`src/rtl/lfsr_scramble_stream.sv`:
```
// Streaming Fibonacci-LFSR scrambler/descrambler with valid/ready, runtime seed load and
// a sticky dead-state flag. Defining LFSR_SCRAMBLE_STREAM_BYPASS_EN adds the bypass input.
module lfsr_scramble_stream #(
  parameter int                    LFSR_WIDTH = 58,
  parameter logic [LFSR_WIDTH-1:0] LFSR_POLY  = 58'h8000000001,
  parameter logic [LFSR_WIDTH-1:0] LFSR_INIT  = {LFSR_WIDTH{1'b1}},
  parameter string                 MODE       = "SCRAMBLE",
  parameter bit                    REVERSE    = 1'b1,
  parameter int                    DATA_WIDTH = 64
) (
  input  logic                  clk,
  input  logic                  rst,
  input  logic [DATA_WIDTH-1:0] s_data,
  input  logic                  s_valid,
  output logic                  s_ready,
  output logic [DATA_WIDTH-1:0] m_data,
  output logic                  m_valid,
  input  logic                  m_ready,
  input  logic                  seed_load,
  input  logic [LFSR_WIDTH-1:0] seed_value,
`ifdef LFSR_SCRAMBLE_STREAM_BYPASS_EN
  input  logic                  bypass,
`endif
  output logic                  dead_state
);

  localparam int MODE_SEL = (MODE == "ADDITIVE") ? 2 : (MODE == "DESCRAMBLE") ? 1 : 0;

  logic [LFSR_WIDTH-1:0] state_reg, state_next;
  logic [DATA_WIDTH-1:0] data_reg, data_next;
  logic                  valid_reg, valid_next;
  logic                  dead_reg, dead_next;
  logic                  accept;
  logic [DATA_WIDTH-1:0] y_vec;
  logic [LFSR_WIDTH-1:0] chain [0:DATA_WIDTH];

  // Top term of the polynomial is the oldest bit; poly bit j taps state bit j-1.
  function automatic logic tap_xor(input logic [LFSR_WIDTH-1:0] st);
    logic fb;
    fb = st[LFSR_WIDTH-1];
    for (int j = 1; j < LFSR_WIDTH; j++) begin
      if (LFSR_POLY[j]) fb = fb ^ st[j-1];
    end
    return fb;
  endfunction

  assign chain[0] = state_reg;

  generate
    for (genvar gi = 0; gi < DATA_WIDTH; gi++) begin : g_bit
      localparam int BI = REVERSE ? gi : DATA_WIDTH - 1 - gi;
      logic d_bit, s_bit, y_bit, in_bit;

      assign d_bit = s_data[BI];
      assign s_bit = tap_xor(chain[gi]);
      assign y_bit = d_bit ^ s_bit;

      if (MODE_SEL == 2) begin : g_add
        assign in_bit = s_bit;
      end else if (MODE_SEL == 1) begin : g_dsc
        assign in_bit = d_bit;
      end else begin : g_scr
`ifdef LFSR_SCRAMBLE_STREAM_BYPASS_EN
        // Bypassed beats feed raw data so the scrambler sequence stays deterministic.
        assign in_bit = bypass ? d_bit : y_bit;
`else
        assign in_bit = y_bit;
`endif
      end

      assign chain[gi+1] = {chain[gi][LFSR_WIDTH-2:0], in_bit};
`ifdef LFSR_SCRAMBLE_STREAM_BYPASS_EN
      assign y_vec[BI] = bypass ? d_bit : y_bit;
`else
      assign y_vec[BI] = y_bit;
`endif
    end
  endgenerate

  assign s_ready = !valid_reg || m_ready;
  assign accept  = s_valid && s_ready;

  always_comb begin
    state_next = state_reg;
    data_next  = data_reg;
    valid_next = valid_reg;
    dead_next  = dead_reg;
    if (accept) begin
      state_next = chain[DATA_WIDTH];
      data_next  = y_vec;
      valid_next = 1'b1;
    end else if (m_ready) begin
      valid_next = 1'b0;
    end
    // A coincident beat still uses the pre-load state; the seed owns the register.
    if (seed_load) state_next = seed_value;
    if (seed_load && (seed_value != '0)) dead_next = 1'b0;
    else if (state_reg == '0)            dead_next = 1'b1;
  end

  always_ff @(posedge clk) begin
    if (rst) begin
      state_reg <= LFSR_INIT;
      data_reg  <= '0;
      valid_reg <= 1'b0;
      dead_reg  <= 1'b0;
    end else begin
      state_reg <= state_next;
      data_reg  <= data_next;
      valid_reg <= valid_next;
      dead_reg  <= dead_next;
    end
  end

  assign m_data     = data_reg;
  assign m_valid    = valid_reg;
  assign dead_state = dead_reg;

endmodule

```
`config.mk`:
```
export PLATFORM = sky130hd
export DESIGN_NAME = lfsr_scramble_stream
export DESIGN_NICKNAME = d
export VERILOG_FILES = /design/src/rtl/lfsr_scramble_stream.sv
export SDC_FILE = /design/constraint.sdc
export NUM_CORES = 1
export LEC_CHECK = 0
export CORE_MARGIN = 4
export CORE_UTILIZATION = 45
export DETAILED_ROUTE_END_ITERATION = 6
export PLACE_DENSITY_LB_ADDON = 0.15
export REMOVE_ABC_BUFFERS = 1
export SYNTH_ARGS = -nofsm -noshare
export SYNTH_HDL_FRONTEND = slang
export SYNTH_SLANG_ARGS = --single-unit
```
`constraint.sdc`:
```
create_clock -name clk -period 2 [get_ports clk]
set_clock_uncertainty 0.05 [all_clocks]
set_input_delay 0.2 -clock clk [delete_from_list [all_inputs] [get_ports clk]]
set_output_delay 0.2 -clock clk [all_outputs]
set_load 0.02 [all_outputs]
```
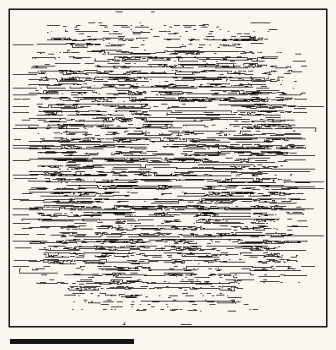
(images/layer_met1.png)
Scale bar: 50 µm.
main direction: horizontal
wire length on this layer: 9,810 µm
longest straight run: 51.1 µm
nets with wire on the layer: 954
share of all routed wire: 42%
total number of vias: 6,287
wire length after detailed routing: 23,600 µm
met1 track demand over resource: 39.4%

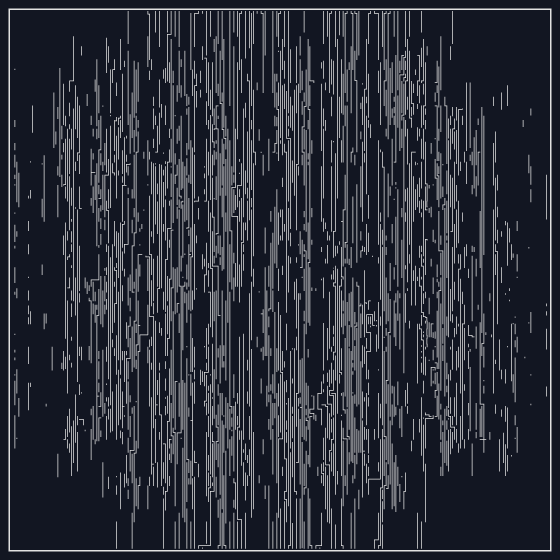
(images/layer_met2.png)
nets with wire on the layer: 905
longest straight run: 60.2 µm
main direction: vertical
wire length on this layer: 10,900 µm
share of all routed wire: 46%
met2 capacity usage during global routing: 45.3%

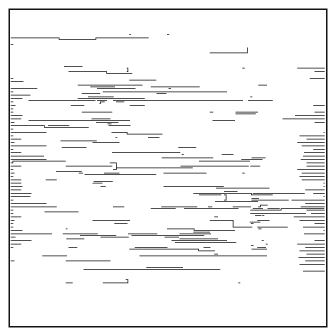
(images/layer_met3.png)
nets with wire on the layer: 190
wire length on this layer: 2,250 µm
routing usage on met3: 7.15%

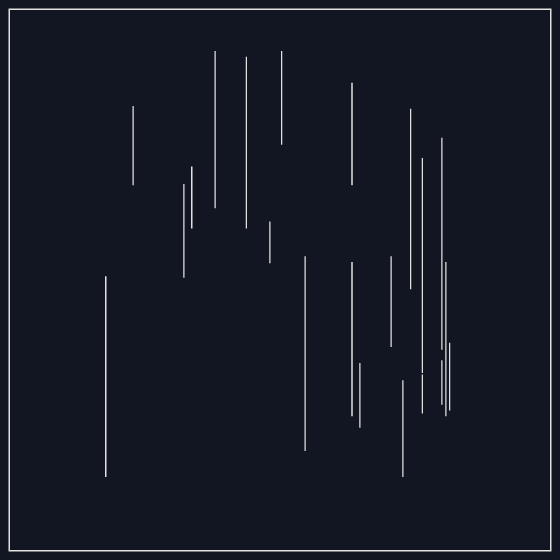
(images/layer_met4.png)
nets with wire on the layer: 15
longest straight run: 50.3 µm
main direction: vertical
wire length on this layer: 586 µm

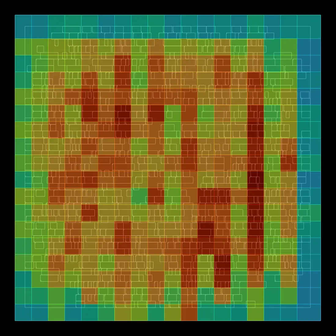
(images/congestion.png)
Overall Global Routing Usage: 29.0%
Top Usage Layer GRT: met2
WL per Instance: 21.2 µm
Post-Route Utilization: 68.3%

==> out/qor.txt <==
# Cells Yosys - 705
DRC Markers - 0
clock-pin slew reported for the worst setup and hold paths after clock tree synthesis - 50 ps
count of clock tree sinks - 124
share of power burned in registers - 34.2%
Avg Vias per Cell - 5.65
setup repair after global routing missed its margin - false
stage-log warning count - 25
Post-synth EDFFs - 0
average instance area after synthesis - 9.05 µm²
CTS Hold Buffers Added - 0
largest net degree at the start of global routing - 53
sequential area share after synthesis - 38.9%
Critical path origin - state_reg[36]$_SDFFE_PP1P_
layout buffer count excluding clock buffers - 247
worst min path class - in -> reg
Fin. Hold Viols - 0
number of unique standard cell types used by synthesis - 29
Setup WS post-layout - 102 ps
I/O Pins - 194
slack of the worst reg-to-reg path - 100 ps
detailed route wirelength on metal2 - 10,900 µm
final-layout non-clock buffer area share - 25.4%
Final Max-Slew Violation Tally - 0
CP startpoint kind - register
residual overflow from global routing - 0
instance count of the mapped netlist - 705
total cell area at the placement stage - 0.00883 mm²
CTS tree - yes
transition time of the tightest slew-check pin - 506 ps
hold slack - 170 ps
post-route cell area - 0.00947 mm²
number of post-CTS setup repair buffers - 0
horizontal die dimension - 127 µm
global placer's final weighted congestion - 0.909
Max-cap violations - 0
CP Cell Sequence - nor4_2, nand4_1, or4_1, a221oi_2
reported leakage power - 0.00383 µW
top area cells in the synthesized netlist - dfxtp_1 (39%), xnor3_1 (8.1%), xnor2_1 (7.0%), nand2_1 (6.6%), a21oi_1 (5.2%)
NetSw - 2450 µW
number of flip-flops in the largest register - 64
DRT antenna net count - 0
total inserted antenna cells - 0
Site Rows - 43
cell depth of the worst min-delay path - 2
top logic cell by instance count in the layout - clkdlybuf4s50_1
critical path required time - 2290 ps
Met1 Wirelength - 9810 µm
deepest level of the CTS H-tree - 4
Worst Setup Path Type - reg -> reg
area taken by flip-flops and latches - 0.00248 mm²
fp util - 46.0%
Critical Path End - dead_state$_SDFFE_PP0N_
status - finished clean
cell resize tally after clock tree synthesis - 0
Clock power frac - 39.2%
die span in y - 127 µm
tapcells inserted - 180
number of cells traversed by the worst register-to-register path - 4
clock network contribution to total cell area - 6.77%
via count of the first global-routing pass - 6,270
CTS root buf - clkbuf_16
clk latency late pin - 430 ps
highest routed metal layer - met4
TritonCTS buffer count - 17
prevailing post-synth register cell - dfxtp_1
routed wl met3 - 2250 µm
final total power - 8710 µW
Logic inverters - 4
largest buffer count on any clock path - 2
multi-input combinational cell count - 526
HPWL Detailed - 17,900 µm
combinational share of cell area - 39.1%
pre-CTS setup slack - -252 ps
cell at the slowest stage of the critical path - or4_1
P&R area growth vs syn - 48.4%
total iterations of the first detailed-routing run - 7
number of clock buffer instances in the layout - 24
critical path arrival - 2190 ps
async set-reset flop share out of synthesis - 0%
total area of multi-input combinational cells - 0.00370 mm²
post-synthesis sequential element count - 124
cell class ranked first by area - combinational gates
proportion of cell area occupied by registers - 26.2%
terminus of the critical flop-to-flop path - dead_state$_SDFFE_PP0N_
wire length of the first global-routing pass - 35,800 µm
fraction of post-synthesis cell area in the top cell type by area - 38.9%
hold path startpoint - rst
Finish-stage setup viols - 0
antenna violations before repair - 1
combinational power share - 26.6%
count of sequential standard cells - 124
total negative setup slack - 0 ps
[power groups by stage]
stage                     Combinational, µW  Clock (µW)  Sequential [µW]
after CTS                              2310        3400             2970
after detailed placement               2300           0             3020
after floorplan                        1070           0             3140
final                                  2320        3410             2980
after global placement                 2270           0             3020
after global routing                   2470        3510             3000
[kinds of logic after synthesis]
| group | synth area share [%] |
|---|---|
| flops | 38.9 |
| buf+inv | 3.43 |
| simple gates | 20.2 |
| xor+xnor | 20.2 |
| compound gates | 17.3 |
[synth_stat cells, drive strengths merged (24+ instances only)]
master,instances
dfxtp,124
nand2,113
a21oi,66
xnor2,51
clkbuf,38
nor2b,34
a211oi,33
o21bai,33
nor4,28
a31oi,25
nor3b,25
xnor3,24
[critical path: cells and delay by family (launching register included)]
kind	cells	cell delay, ps
flops	1	430
simple gates	3	1130
compound gates	1	210
Power figures rest on the tool's default switching activity, not on a simulated workload.
